File: src/rtl/logic_unit_pkg.sv
// Shared types and the per-bit operator for the registered logic unit.
// The op function is per bit so that any operand width reuses it unchanged.
package logic_unit_pkg;

   typedef enum logic [2:0] {
      OP_NOT  = 3'd0,
      OP_AND  = 3'd1,
      OP_OR   = 3'd2,
      OP_NAND = 3'd3,
      OP_NOR  = 3'd4,
      OP_XOR  = 3'd5,
      OP_XNOR = 3'd6,
      OP_PASS = 3'd7
   } op_e;

   typedef enum logic {
      IDLE = 1'b0,
      ACC  = 1'b1
   } state_e;

   // x is always the fresh operand, so NOT and PASS ignore z in both modes
   function automatic logic apply_op(input op_e op, input logic x, input logic z);
      logic r;
      case (op)
         OP_NOT:  r = ~x;
         OP_AND:  r = x & z;
         OP_OR:   r = x | z;
         OP_NAND: r = ~(x & z);
         OP_NOR:  r = ~(x | z);
         OP_XOR:  r = x ^ z;
         OP_XNOR: r = ~(x ^ z);
         OP_PASS: r = x;
         default: r = x;
      endcase
      return r;
   endfunction

endpackage

File: src/rtl/logic_op_bitwise.sv
// Combinational W-bit operator: applies the selected op bit by bit.
// Shared by the single-beat and accumulate paths of logic_unit_pipe.
module logic_op_bitwise
   import logic_unit_pkg::*;
#(
   parameter int W = 8
) (
   input  logic [2:0]   op,
   input  logic [W-1:0] x,
   input  logic [W-1:0] z,
   output logic [W-1:0] r
);

   // bit-sliced evaluation of the package operator
   always_comb begin
      r = '0;
      for (int i = 0; i < W; i++) begin
         r[i] = apply_op(op_e'(op), x[i], z[i]);
      end
   end

endmodule

File: src/rtl/logic_unit_pipe.sv
// Registered W-bit logic unit with valid/ready on both sides.
// Single mode emits one result per beat; accumulate mode folds a burst into one result.
module logic_unit_pipe
   import logic_unit_pkg::*;
#(
   parameter int W    = 8,
   parameter int CNTW = 4
) (
   input  logic            clk,
   input  logic            rst,
   input  logic            in_valid,
   output logic            in_ready,
   input  logic [W-1:0]    a,
   input  logic [W-1:0]    b,
   input  logic [2:0]      op,
   input  logic            acc_mode,
   input  logic            in_last,
   output logic            out_valid,
   input  logic            out_ready,
   output logic [W-1:0]    y,
   output logic            y_zero,
   output logic            y_parity,
   output logic [CNTW-1:0] beats
);

   localparam logic [CNTW-1:0] CNT_ONE = CNTW'(1);
   localparam logic [CNTW-1:0] CNT_MAX = {CNTW{1'b1}};

   state_e          state_q;
   logic [W-1:0]    acc_q;
   logic [CNTW-1:0] cnt_q;
   logic [2:0]      burst_op_q;
   logic            out_valid_q;
   logic [W-1:0]    y_q;
   logic            y_zero_q;
   logic            y_parity_q;
   logic [CNTW-1:0] beats_q;

   logic            accept_s;
   logic [2:0]      op_sel_d;
   logic [W-1:0]    z_sel_d;
   logic [W-1:0]    fold_d;
   logic [CNTW-1:0] cnt_d;

   assign in_ready = !out_valid_q || out_ready;
   assign accept_s = in_valid && in_ready;

   // inside a burst the latched op and the accumulator replace op and b
   always_comb begin
      op_sel_d = op;
      z_sel_d  = b;
      cnt_d    = CNT_ONE;
      if (state_q == ACC) begin
         op_sel_d = burst_op_q;
         z_sel_d  = acc_q;
         cnt_d    = (cnt_q == CNT_MAX) ? cnt_q : cnt_q + CNT_ONE;
      end else begin
         op_sel_d = op;
         z_sel_d  = b;
         cnt_d    = CNT_ONE;
      end
   end

   logic_op_bitwise #(.W(W)) u_op (
      .op (op_sel_d),
      .x  (a),
      .z  (z_sel_d),
      .r  (fold_d)
   );

   // control FSM, accumulator and registered result
   always_ff @(posedge clk) begin
      if (rst) begin
         state_q     <= IDLE;
         acc_q       <= '0;
         cnt_q       <= '0;
         burst_op_q  <= 3'd0;
         out_valid_q <= 1'b0;
         y_q         <= '0;
         y_zero_q    <= 1'b1;
         y_parity_q  <= 1'b0;
         beats_q     <= '0;
      end else begin
         if (out_valid_q && out_ready) begin
            out_valid_q <= 1'b0;
         end
         if (accept_s) begin
            case (state_q)
               IDLE: begin
                  if (!acc_mode || in_last) begin
                     y_q         <= fold_d;
                     y_zero_q    <= (fold_d == '0);
                     y_parity_q  <= ^fold_d;
                     beats_q     <= CNT_ONE;
                     out_valid_q <= 1'b1;
                  end else begin
                     acc_q      <= fold_d;
                     cnt_q      <= CNT_ONE;
                     burst_op_q <= op;
                     state_q    <= ACC;
                  end
               end
               ACC: begin
                  acc_q <= fold_d;
                  cnt_q <= cnt_d;
                  if (in_last) begin
                     y_q         <= fold_d;
                     y_zero_q    <= (fold_d == '0);
                     y_parity_q  <= ^fold_d;
                     beats_q     <= cnt_d;
                     out_valid_q <= 1'b1;
                     state_q     <= IDLE;
                  end
               end
               default: begin
                  state_q <= IDLE;
               end
            endcase
         end
      end
   end

   assign out_valid = out_valid_q;
   assign y         = y_q;
   assign y_zero    = y_zero_q;
   assign y_parity  = y_parity_q;
   assign beats     = beats_q;

endmodule

File: config.mk
export PLATFORM = sky130hd
export DESIGN_NAME = logic_unit_pipe
export DESIGN_NICKNAME = d
export VERILOG_FILES = /design/src/rtl/logic_unit_pkg.sv /design/src/rtl/logic_op_bitwise.sv /design/src/rtl/logic_unit_pipe.sv
export SDC_FILE = /design/constraint.sdc
export NUM_CORES = 1
export LEC_CHECK = 0
export CORE_ASPECT_RATIO = 0.5
export CORE_MARGIN = 5
export CORE_UTILIZATION = 57
export CTS_CLUSTER_DIAMETER = 100
export DETAILED_ROUTE_END_ITERATION = 10
export HOLD_SLACK_MARGIN = 0.06
export PLACE_DENSITY = 0.86
export SLEW_MARGIN = 30
export SYNTH_ARGS = -nofsm -noshare
export SYNTH_HDL_FRONTEND = slang
export SYNTH_SLANG_ARGS = --single-unit
File: constraint.sdc
create_clock -name clk -period 7.28 [get_ports clk]
set_input_delay 1.82 -clock clk [delete_from_list [all_inputs] [get_ports clk]]
set_output_delay 1.82 -clock clk [all_outputs]
set_load 0.03 [all_outputs]
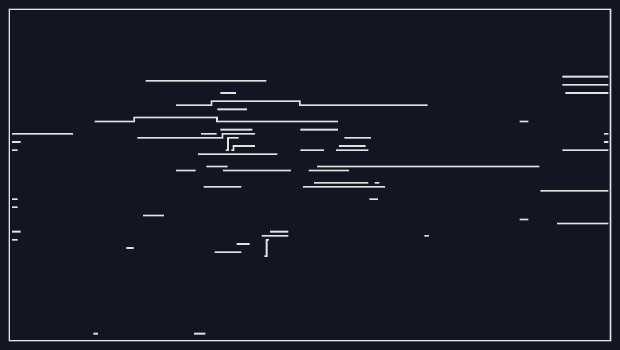
Run 1: the metal 3 layer
Scale: 6 px per µm.
43 nets have wire on it. The layer holds 6.1% of the routed length. The layer carries 361 µm of wire.

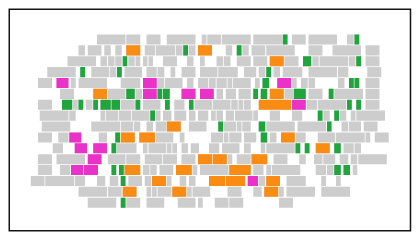
Run 1: gate-type map
Scale: 4 px per µm.
Key: mux cells = orange [cells 24]; non-inverting ao/oa cells = magenta [cells 14]; nand cells = green [cells 48]

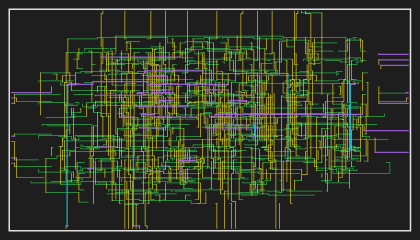
Run 1: signal wires by layer
Scale: 4 px per µm.
Key: metal 4 = cyan [wire length 103 µm]; metal 1 = green [wire length 2740 µm]; metal 2 = yellow [wire length 2740 µm]; metal 3 = purple [wire length 361 µm]

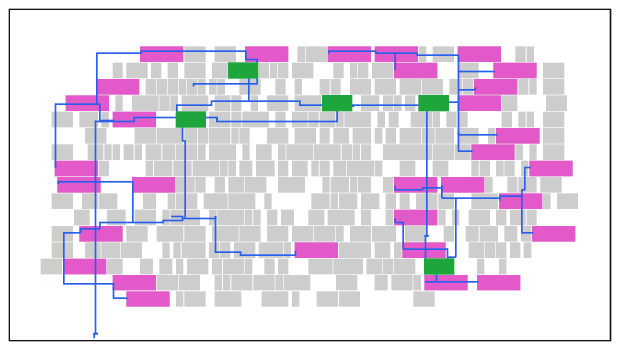
Run 1: clock distribution
Scale: 6 px per µm.
Key: clock wires = blue [length 493 µm]; flip-flops = magenta [count 31]; clock drivers = green [count 5]
Position of the flops: all over the die. There are 6 routed clock nets.

==> flow_results.org, run 1 <==
#+TITLE: Implementation results

** Synthesis
- After synthesis, the largest family of logic cells by area is AND-OR/OR-AND gates.
- According to the Yosys statistics, the synthesized design has a chip area of 0.00231 mm².
- In this run, distinct cell masters in the synthesized netlist total 47.
- The commonest register cell is sky130_fd_sc_hd__dfxtp_1.
- Share of flip-flops with an asynchronous set or reset after synthesis :: 0
- The net count after synthesis is 332.
- Of the total synthesized cell area, the portion taken by full adders, half adders and majority gates is 0.114.
- Of the total synthesized cell area, the portion taken by XOR and XNOR cells is 0.0152.
- Synth Area per Inst :: roughly 8.1 µm²
- Number of cells in the yosys synthesis report :: 286
- Fraction of the mapped netlist area in simple logic gates :: 0.172
- Per Yosys stat, the portion of area used by sequential elements is 0.269.
- Counting the warning lines in the Yosys log gives 0.
- Yosys aoi share :: 0.247
- In this run, synthesis inferred 0 flip-flops with an integrated enable.
- Synthesized instance count :: 286
- The cell area that synthesis handed to floorplanning was 0.00231 mm².
- For reference, the mux area share after synthesis is 0.116.
- Yosys reg bits :: 31

** Pwr
- P_int :: about 0.34 mW
- In this run the power spent charging and discharging nets is between 0.15 and 0.2 mW.
- The share of total power dissipated in combinational logic is 0.372.
- The worst VDD IR drop from the latest analysis is around 0.08 mV.
- Clock share of power :: 0.267
- The script computed the net switching share of total power as 0.347.
- For this design the static power due to leakage is between 1 and 1.5 nW.
- Power density over the cells :: 186 mW/mm²
- The power report attributes to the sequential group a share of 0.361.

** Worst setup path
- R2r worst-path depth :: 11
- Worst reg-to-reg setup slack :: 4.12 ns
- Destination of the worst register-to-register timing path :: y_parity$_SDFFE_PP0P_
- The critical path contains buffers and inverters numbering 2 combined.
- Sequence of cells on the critical path :: clkdlybuf4s50_1 -> nand2b_1 -> clkdlybuf4s50_1
- Worst endpoint data arrival time :: 3.25 ns
- The cell that appears most often on the critical path is sky130_fd_sc_hd__clkdlybuf4s50_1.
- Per the timing report, the most critical flop-to-flop path originates at state_q$_SDFFE_PP0P_.
- Highest net fanout along the worst path :: 8
- The worst setup path is launched from an input pin.
- Master of the slowest instance on the critical path :: sky130_fd_sc_hd__clkdlybuf4s50_1
- Type of the setup path with the least slack :: in -> out
- The worst setup path is captured at an output pin.
- Broken down by cell family, the worst path's largest delay share belongs to buffers and inverters.
- At the worst endpoint, the required time is ~5.5 ns.
- Per STA, the highest per-stage delay on the worst path measures 0.73 ns.

** Placed design
- DPL Wire Length :: 4240 µm
- The count of buffers added on input and output ports is around 40.
- The congestion estimate from routability-driven global placement came to 0.787.

** Global routing
- The global routing report lists met2 layer usage as 0.389.
- After global routing, the most crowded layer is met2.
- GR Util met1 :: 0.271
- Combined global-route utilization of all metal layers :: 0.223
- Entering global routing, the biggest net connects 34 pins.
- The initial antenna violation count was 0.
- The global routing report lists met3 layer usage as 0.0463.
- Overflow left after global routing :: 0
- The first global-routing pass estimated 9450 µm of wire.
- The via count of the first global-routing pass came to 2106.

** CTS
- Number of buffers inserted during clock tree synthesis :: 5
- Number of post-CTS setup repair buffers :: 0
- In this run the deepest clock path goes through 2 buffers.
- The registers of the reported paths see a clock transition of 0.06 ns.
- TritonCTS built the clock tree.
- The skew report gives the latency at the later pin of the worst-skew pair as 0.29 ns.
- CTS HTree Levels :: 2
- The number of clock sinks came to 31.
- Clock tree synthesis selected as its root buffer the cell sky130_fd_sc_hd__clkbuf_8.
- CTS hold repair buffers :: 0
- Number of instances resized during post-cts repair :: 0

** Floorplanning
- Num rows :: 16
- According to the floorplan report, the total die area is roughly 0.0055 mm².
- The floorplan step records an initial core utilization of 0.591.
- Count of pins on the block boundary :: 41
- Die boundary height :: 55.0 µm
- X dimension of the die :: around 100 µm
- The total area inside the core boundary comes to 0.00390 mm².

** Finish
- Layout-stage area growth over the synthesis result :: 21.9%
- In the layout the commonest cells are sky130_fd_sc_hd__clkdlybuf4s50_1, sky130_fd_sc_hd__nand2_1, sky130_fd_sc_hd__dfxtp_1, sky130_fd_sc_hd__a21oi_1, sky130_fd_sc_hd__ha_1.
- Fraction of layout instances using a drive strength above 1 :: 0.0654
- Most frequent standard cell in the layout excluding fill and tap cells :: sky130_fd_sc_hd__clkdlybuf4s50_1
- For this run, the post-layout net count is ~370.
- Antenna diode instance count :: 0

** STA
- Actual transition at the worst max-transition pin :: ~0.73 ns
- Dividing the final minimum period by the clock period gives 0.697.
- The final hold violation count recorded for this run is 0.
- Unrepaired setup endpoints after global routing :: false
- Adding up every negative setup slack in the final design gives 0 ns.
- Across the routed clock network, the largest skew measured is 0.0113 ns.
- Per the final report, max-transition violations number 0.
- Final min period :: 5.07 ns
- Final-report setup violation count :: 0
- The most critical hold endpoint after final layout shows a slack of ~0.45 ns.
- Maximum clock frequency :: 0.197 GHz
- Per the slew report, the remaining headroom to the max-slew limit stands at 0.504.

** Route
- Routed vias :: 2259
- The script logs the ratio of routed vias to standard cells as about 6.0.
- Total length of routed wires :: 5940 µm
- In the final routed layout, each cell accounts on average for 15.8 µm.
- Drt first-iter violations :: between 150 and 200
- Detailed-router iteration count before antenna repair :: 6
- Summed over all nets, wire length on met2 after detailed routing comes to 2740 µm.
- Wire length on met3 :: roughly 360 µm
- Signal routing reaches up to met4.
- Once detail routing completed, the nets flagged for antenna violations numbered 0.
- DRC :: 0
- In the per-layer summary, the met1 wirelength comes to 2740 µm.

** Min path
- In the hold timing report, the worst path depth is 2.
- For the worst min-delay path, the startpoint reported by OpenROAD is beats[2]$_SDFFE_PP0P_.
- According to the hold report, the worst path is of the reg -> reg type.
- The path with the worst hold slack has its endpoint at beats[2]$_SDFFE_PP0P_.

** Flow run
- Max_cap viols :: 0
- The logs give a warning total of 34.

** Run status
- The run finished with clean final reports.
-- run 1: tightest hold or removal path: cells and delay by family (launching register included) --
| kind | cells | cell delay [ns] |
|---|---|---|
| AND-OR/OR-AND | 1 | 0.05 |
| AND/OR/NAND/NOR | 1 | 0.05 |
| flip-flops | 1 | 0.31 |
-- run 1: through the flow --
step	utilization	instance area (µm²)	setup WS [ns]	power, mW	std cells
5_1_grt	0.720	2810	2.16	0.548	375
3_3_place_gp	0.697	2720	2.24	0.376	368
3_5_place_dp	0.697	2720	2.21	0.383	368
2_1_floorplan	-	2310	3.14	0.325	286
6_report	0.720	2810	2.21	0.522	375
4_1_cts	0.720	2810	2.21	0.522	375
-- run 1: power groups by stage --
stage / Combinational (mW) / Clock (mW) / Sequential, mW
after global placement: 0.184 / 0 / 0.192
final: 0.194 / 0.139 / 0.189
after global routing: 0.212 / 0.146 / 0.190
after CTS: 0.192 / 0.141 / 0.189
after detailed placement: 0.191 / 0 / 0.192
after floorplan: 0.121 / 0 / 0.204
-- run 1: cells in the mapped netlist, types with 3 or more instances --
cell	count	share of area
sky130_fd_sc_hd__o21ai_1	8	0.017
sky130_fd_sc_hd__o211a_1	4	0.017
sky130_fd_sc_hd__clkbuf_1	9	0.015
sky130_fd_sc_hd__xnor2_1	4	0.015
sky130_fd_sc_hd__dfxtp_1	31	0.27
sky130_fd_sc_hd__nand2_1	34	0.055
sky130_fd_sc_hd__a21oi_1	24	0.052
sky130_fd_sc_hd__ha_1	21	0.11
sky130_fd_sc_hd__nor2b_1	5	0.014
sky130_fd_sc_hd__a32o_1	3	0.013
sky130_fd_sc_hd__o21ai_0	15	0.033
sky130_fd_sc_hd__nor2_1	18	0.029
sky130_fd_sc_hd__inv_1	19	0.031
sky130_fd_sc_hd__a211oi_1	4	0.013
sky130_fd_sc_hd__nor3_1	5	0.011
sky130_fd_sc_hd__mux2i_1	16	0.069
sky130_fd_sc_hd__buf_2	5	0.011
sky130_fd_sc_hd__a222oi_1	3	0.013
sky130_fd_sc_hd__nor3b_1	4	0.013
sky130_fd_sc_hd__o211ai_1	5	0.016
sky130_fd_sc_hd__mux2_2	5	0.024
sky130_fd_sc_hd__nand3_1	8	0.017
-- run 1: flip-flops by register name, summed over array words and instances, names as in the netlist --
signal,flops
state_q,1
cnt_q,4
out_valid,1
y,8
y_parity,1
acc_q,8
beats,4
burst_op_q,3
y_zero,1
-- run 1: cell type report --
| cell class | instances | area (µm²) |
|---|---|---|
| well taps | 54 | 67.6 |
| multi-input cells | 220 | 1530 |
| repair buffers | 44 | 430 |
| clock inverters | 1 | 5.00 |
| fillers | 316 | 1090 |
| flip-flops and latches | 31 | 621 |
| inverters | 19 | 71.3 |
| clock buffers | 6 | 82.6 |
-- run 1: worst max-delay path by stage --
stage | start | endpoint | slack [ns] | cells past startpoint
3_5_place_dp | out_ready | in_ready | 2.21 | 3
2_1_floorplan | out_ready | in_ready | 3.14 | 2
3_3_place_gp | out_ready | in_ready | 2.24 | 3
4_1_cts | out_ready | in_ready | 2.21 | 3
5_1_grt | out_ready | in_ready | 2.16 | 3
6_report | out_ready | in_ready | 2.21 | 3
==> run 2: changes to the inputs <==
CORE_UTILIZATION = 53   (was 57)
PLACE_DENSITY = 0.8   (was 0.86)
clock period = 5.2 ns   (was 7.28 ns; I/O delays follow)
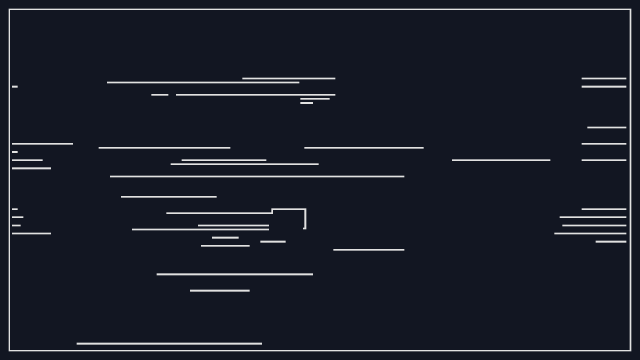
Run 2: the metal 3 layer
Scale: 6 px per µm.
The layer holds 8.6% of the routed length. The longest straight run is 48.8 µm.

==> run 2 against run 1 <==
  * Count of clock-buffer cells in the layout unchanged
  * Synthesized cell count unchanged
  * Final area increased by 1.1%
  * Critical path type unchanged
  * Critical endpoint unchanged
  * Core utilization fell by 1.8 points
  * Non-clock buffer count unchanged
  * Largest cell class unchanged
  * Total power rose by 51%
==> flow_results.org, run 2 <==
#+TITLE: Implementation results

** Synthesis
- Nets at Floorplan :: 332 (unchanged)
- Number of cells in the yosys synthesis report :: 286 (unchanged)
- Number of synthesized flops with an enable pin :: 0 (unchanged)
- Number of warnings reported in the yosys synthesis log :: 0 (unchanged)
- The cell area after synthesis came to 0.00231 mm² (unchanged).
- The number of instances in the synthesized netlist is 286 (unchanged).
- Cell types with the highest counts after synthesis :: sky130_fd_sc_hd__nand2_1, sky130_fd_sc_hd__dfxtp_1, sky130_fd_sc_hd__a21oi_1
- Yosys instantiated no cell more often than sky130_fd_sc_hd__nand2_1.
- The sequential share of the synthesized area came to 0.269 (unchanged).
- sky130_fd_sc_hd__dfxtp_1 takes more of the synthesized area than any other cell.
- Post-synth top area share :: 0.269 (unchanged)
- Synth area leaders :: sky130_fd_sc_hd__dfxtp_1, sky130_fd_sc_hd__ha_1, sky130_fd_sc_hd__mux2i_1
- The synthesized flop and latch total was 31 (unchanged).
- Area of the synthesized netlist per yosys stat :: 0.00231 mm² (unchanged)
- The mean instance size in the synthesized netlist came to 8.06 µm² (unchanged).
- The tally of unique sky130hd cells used after synthesis came to 47 (unchanged).
- Share of flip-flops with an asynchronous set or reset after synthesis :: 0 (unchanged)
- Main synth FF type :: sky130_fd_sc_hd__dfxtp_1

** Worst setup path
- Master of the slowest instance on the critical path :: sky130_fd_sc_hd__clkdlybuf4s50_1
- The cell sequence reported for the critical path is clkdlybuf4s50_1 -> nand2b_1 -> clkdlybuf4s50_1.
- The worst setup path is launched from an input pin.
- Top cell by count, worst path :: sky130_fd_sc_hd__clkdlybuf4s50_1
- The largest incremental delay on the critical path is 0.73 ns (about the same).
- The critical path is of the in -> out type.
- Worst endpoint data arrival time :: 2.72 ns (-0.53 ns)
- The data required time at the worst endpoint is 3.90 ns (-1.56 ns).
- The worst setup path is captured at an output pin.
- The peak fanout along the critical path came to 8 (unchanged).

** Floorplanning
- X dimension of the die :: 103 µm (+3.3%)
- The top-level port count came to 41 (unchanged).
- Die boundary height :: 56.6 µm (+3.0%)
- Num rows :: 16 (unchanged)
- Pre-Place Util :: 0.570 (-0.0205)
- The core box area came to 0.00404 mm² (+3.6%).
- Chip area :: 0.00585 mm² (+6.5%)

** CTS
- The clock edge transition at the registers on the reported setup and hold paths is 0.07 ns (about the same).
- CTS hold repair buffers :: 0 (unchanged)
- The H-tree depth reported by CTS came to 2 (unchanged).
- TritonCTS built the clock tree.
- CTS max path bufs :: 2 (unchanged)
- Number of post-CTS setup repair buffers :: 0 (unchanged)
- Root buffer cell :: sky130_fd_sc_hd__clkbuf_8
- The number of gates resized after CTS came to 0 (unchanged).
- The clock net sink count came to 31 (unchanged).
- Number of buffers inserted during clock tree synthesis :: 5 (unchanged)
- Clock Latency Late Sink :: 0.29 ns (about the same)

** Route
- DRC :: 0 (unchanged)
- The detailed-route wire length per cell is 15.7 µm (-0.72%).
- Routed vias :: 2246 (-0.58%)
- The final wirelength was 5910 µm (-0.45%).
- Detailed-router iteration count before antenna repair :: 5 (-1)
- Detail-routed via count per cell :: 5.97 (-0.84%)
- Antenna Nets Post-Route :: 0 (unchanged)
- Drt first-iter violations :: 128 (-31%)

** Pwr
- The largest vdd supply drop came to 0.249 mV (+200%).
- P_int :: 0.529 mW (+55%)
- The switching part of the total was 0.329 (-0.0176).
- The part of the power in combinational logic is 0.342 (-0.030).
- Leakage power total :: 1.17 nW (+1.2%)
- Clock share of power :: 0.323 (+0.056)
- Power density over the cells :: 278 mW/mm² (+49%)
- The share of total power in sequential cells is 0.335 (-0.026).
- Switching power total :: 0.259 mW (+43%)

** STA
- Fin crit share :: 0.772
- Worst hold slack :: 0.451 ns (-0.00351 ns)
- The total setup violations reported at the end of the flow was 0 (unchanged).
- The worst clock skew was 0.00550 ns (-0.00578 ns).
- Unrepaired setup endpoints after global routing :: false
- Maximum clock frequency :: 0.249 GHz
- The slew of the pin with the lowest slew margin is 0.754 ns (+0.0249 ns).
- Setup TNS :: 0 ns (unchanged)
- The total count of max-transition violations in the final report came to 0 (unchanged).
- Number of failing hold endpoints at the final stage :: 0 (unchanged)
- After layout, the minimum clock period comes to about 4 ns.
- The worst slew margin relative to its limit came to 0.483 (-0.0214).

** Run status
- The flow ran to the end, and the final reports show no timing, DRC or antenna violations.

** Global routing
- GR Util met1 :: 0.301 (+0.0307)
- The global-route met3 utilization came to 0.0457 (-0.000572).
- The aggregate global routing overflow was 0 (unchanged).
- The initial antenna violation count came to 0 (unchanged).
- Combined global-route utilization of all metal layers :: 0.209 (-0.0140)
- The via count of the first global-routing pass is 2029 (-3.7%).
- Global Route met2 Usage :: 0.313 (-0.0759)
- After global routing, the most crowded layer is met2.
- Largest net degree at the start of global routing :: 34 (unchanged)
- First-pass GRT wire length :: 9680 µm (+2.5%)

** Flow run
- Count of warning messages emitted by the tools :: 34 (unchanged)
- The max capacitance violation total was 0 (unchanged).

** Min path
- Class of the most critical hold timing path :: reg -> reg

** Finish
- Relative to the synthesized area, the layout overhead comes to 23.2%.
- The top cell types in the final layout, fill and taps aside, are sky130_fd_sc_hd__clkdlybuf4s50_1, sky130_fd_sc_hd__nand2_1, sky130_fd_sc_hd__dfxtp_1, sky130_fd_sc_hd__a21oi_1, sky130_fd_sc_hd__ha_1.
- The final net count was 367 (unchanged).
- Antenna diode instance count :: 0 (unchanged)
- The fraction of layout cells with a size suffix above 1 came to 0.0683 (+0.00290).
- The most common logic cell in the final layout is sky130_fd_sc_hd__clkdlybuf4s50_1.

** Placed design
- RD Place Congestion :: 0.863 (+9.6%)
- The HPWL after detailed placement came to 4230 µm (-0.27%).
- Port Buffer Count :: 40 (unchanged)
==> run 2: cell counts after synthesis <==
No cell type changed its count.
==> run 2: logic make-up after synthesis <==
group                      synth area share
AOI/OAI and AO/OA                     0.247
and+or+nand+nor                       0.172
buffers and inverters                0.0662
xor gates and xnor gates             0.0152
muxes                                 0.116
DFF                                   0.269
adders and majority gates             0.114
==> run 2: layout make-up <==
class / instances / area (µm²)
clock buffers: 6 / 82.6
fillers: 328 / 1200
repair buffers: 44 / 430
well taps: 54 / 67.6
flip-flops and latches: 31 / 621
clock inverters: 2 / 35.0
inverters: 19 / 71.3
multi-input cells: 220 / 1530
==> run 2: power groups by stage <==
stage               Combinational (mW)  Clock [mW]  Sequential, mW
finish                           0.270       0.255           0.264
global route                     0.294       0.270           0.266
CTS                              0.268       0.259           0.264
detailed placement               0.266           0           0.269
global placement                 0.256           0           0.268
floorplan                        0.169           0           0.286
==> run 2: critical path, delay by kind of cell <==
family	cells	cell delay, ns
buffers and inverters	2	1.17
AND/OR/NAND/NOR	1	0.25
==> run 2: per-stage QoR <==
step | total power [mW] | cells | worst slack, ns | instance area [µm²] | utilization
floorplan | 0.455 | 286 | 1.84 | 2310 | -
global placement | 0.524 | 368 | 1.18 | 2720 | 0.673
detailed placement | 0.535 | 368 | 1.17 | 2720 | 0.673
CTS | 0.791 | 376 | 1.18 | 2840 | 0.702
global route | 0.829 | 376 | 1.11 | 2840 | 0.702
finish | 0.788 | 376 | 1.18 | 2840 | 0.702
==> run 2: final timing paths <==
| path | slack (ns) | end | cells past startpoint | from |
|---|---|---|---|---|
| setup reg to reg | 2.13 | y_parity$_SDFFE_PP0P_ | 11 | state_q$_SDFFE_PP0P_ |
| setup / recovery | 1.18 | in_ready | 3 | out_ready |
| hold / removal | 0.45 | y[0]$_SDFFE_PP0P_ | 2 | y[0]$_SDFFE_PP0P_ |
| hold reg to reg | 0.45 | y[0]$_SDFFE_PP0P_ | 2 | y[0]$_SDFFE_PP0P_ |
==> run 2: routing by layer <==
| metal | vias to the layer above | part of all wire |
|---|---|---|
| met1 | 1059 | 0.47 |
| met2 | 67 | 0.44 |
| li1 | 1114 | - |
| met4 | 0 | 0.0078 |
| met5 | - | 0 |
| met3 | 6 | 0.086 |
Power and IR drop assume default switching activity.
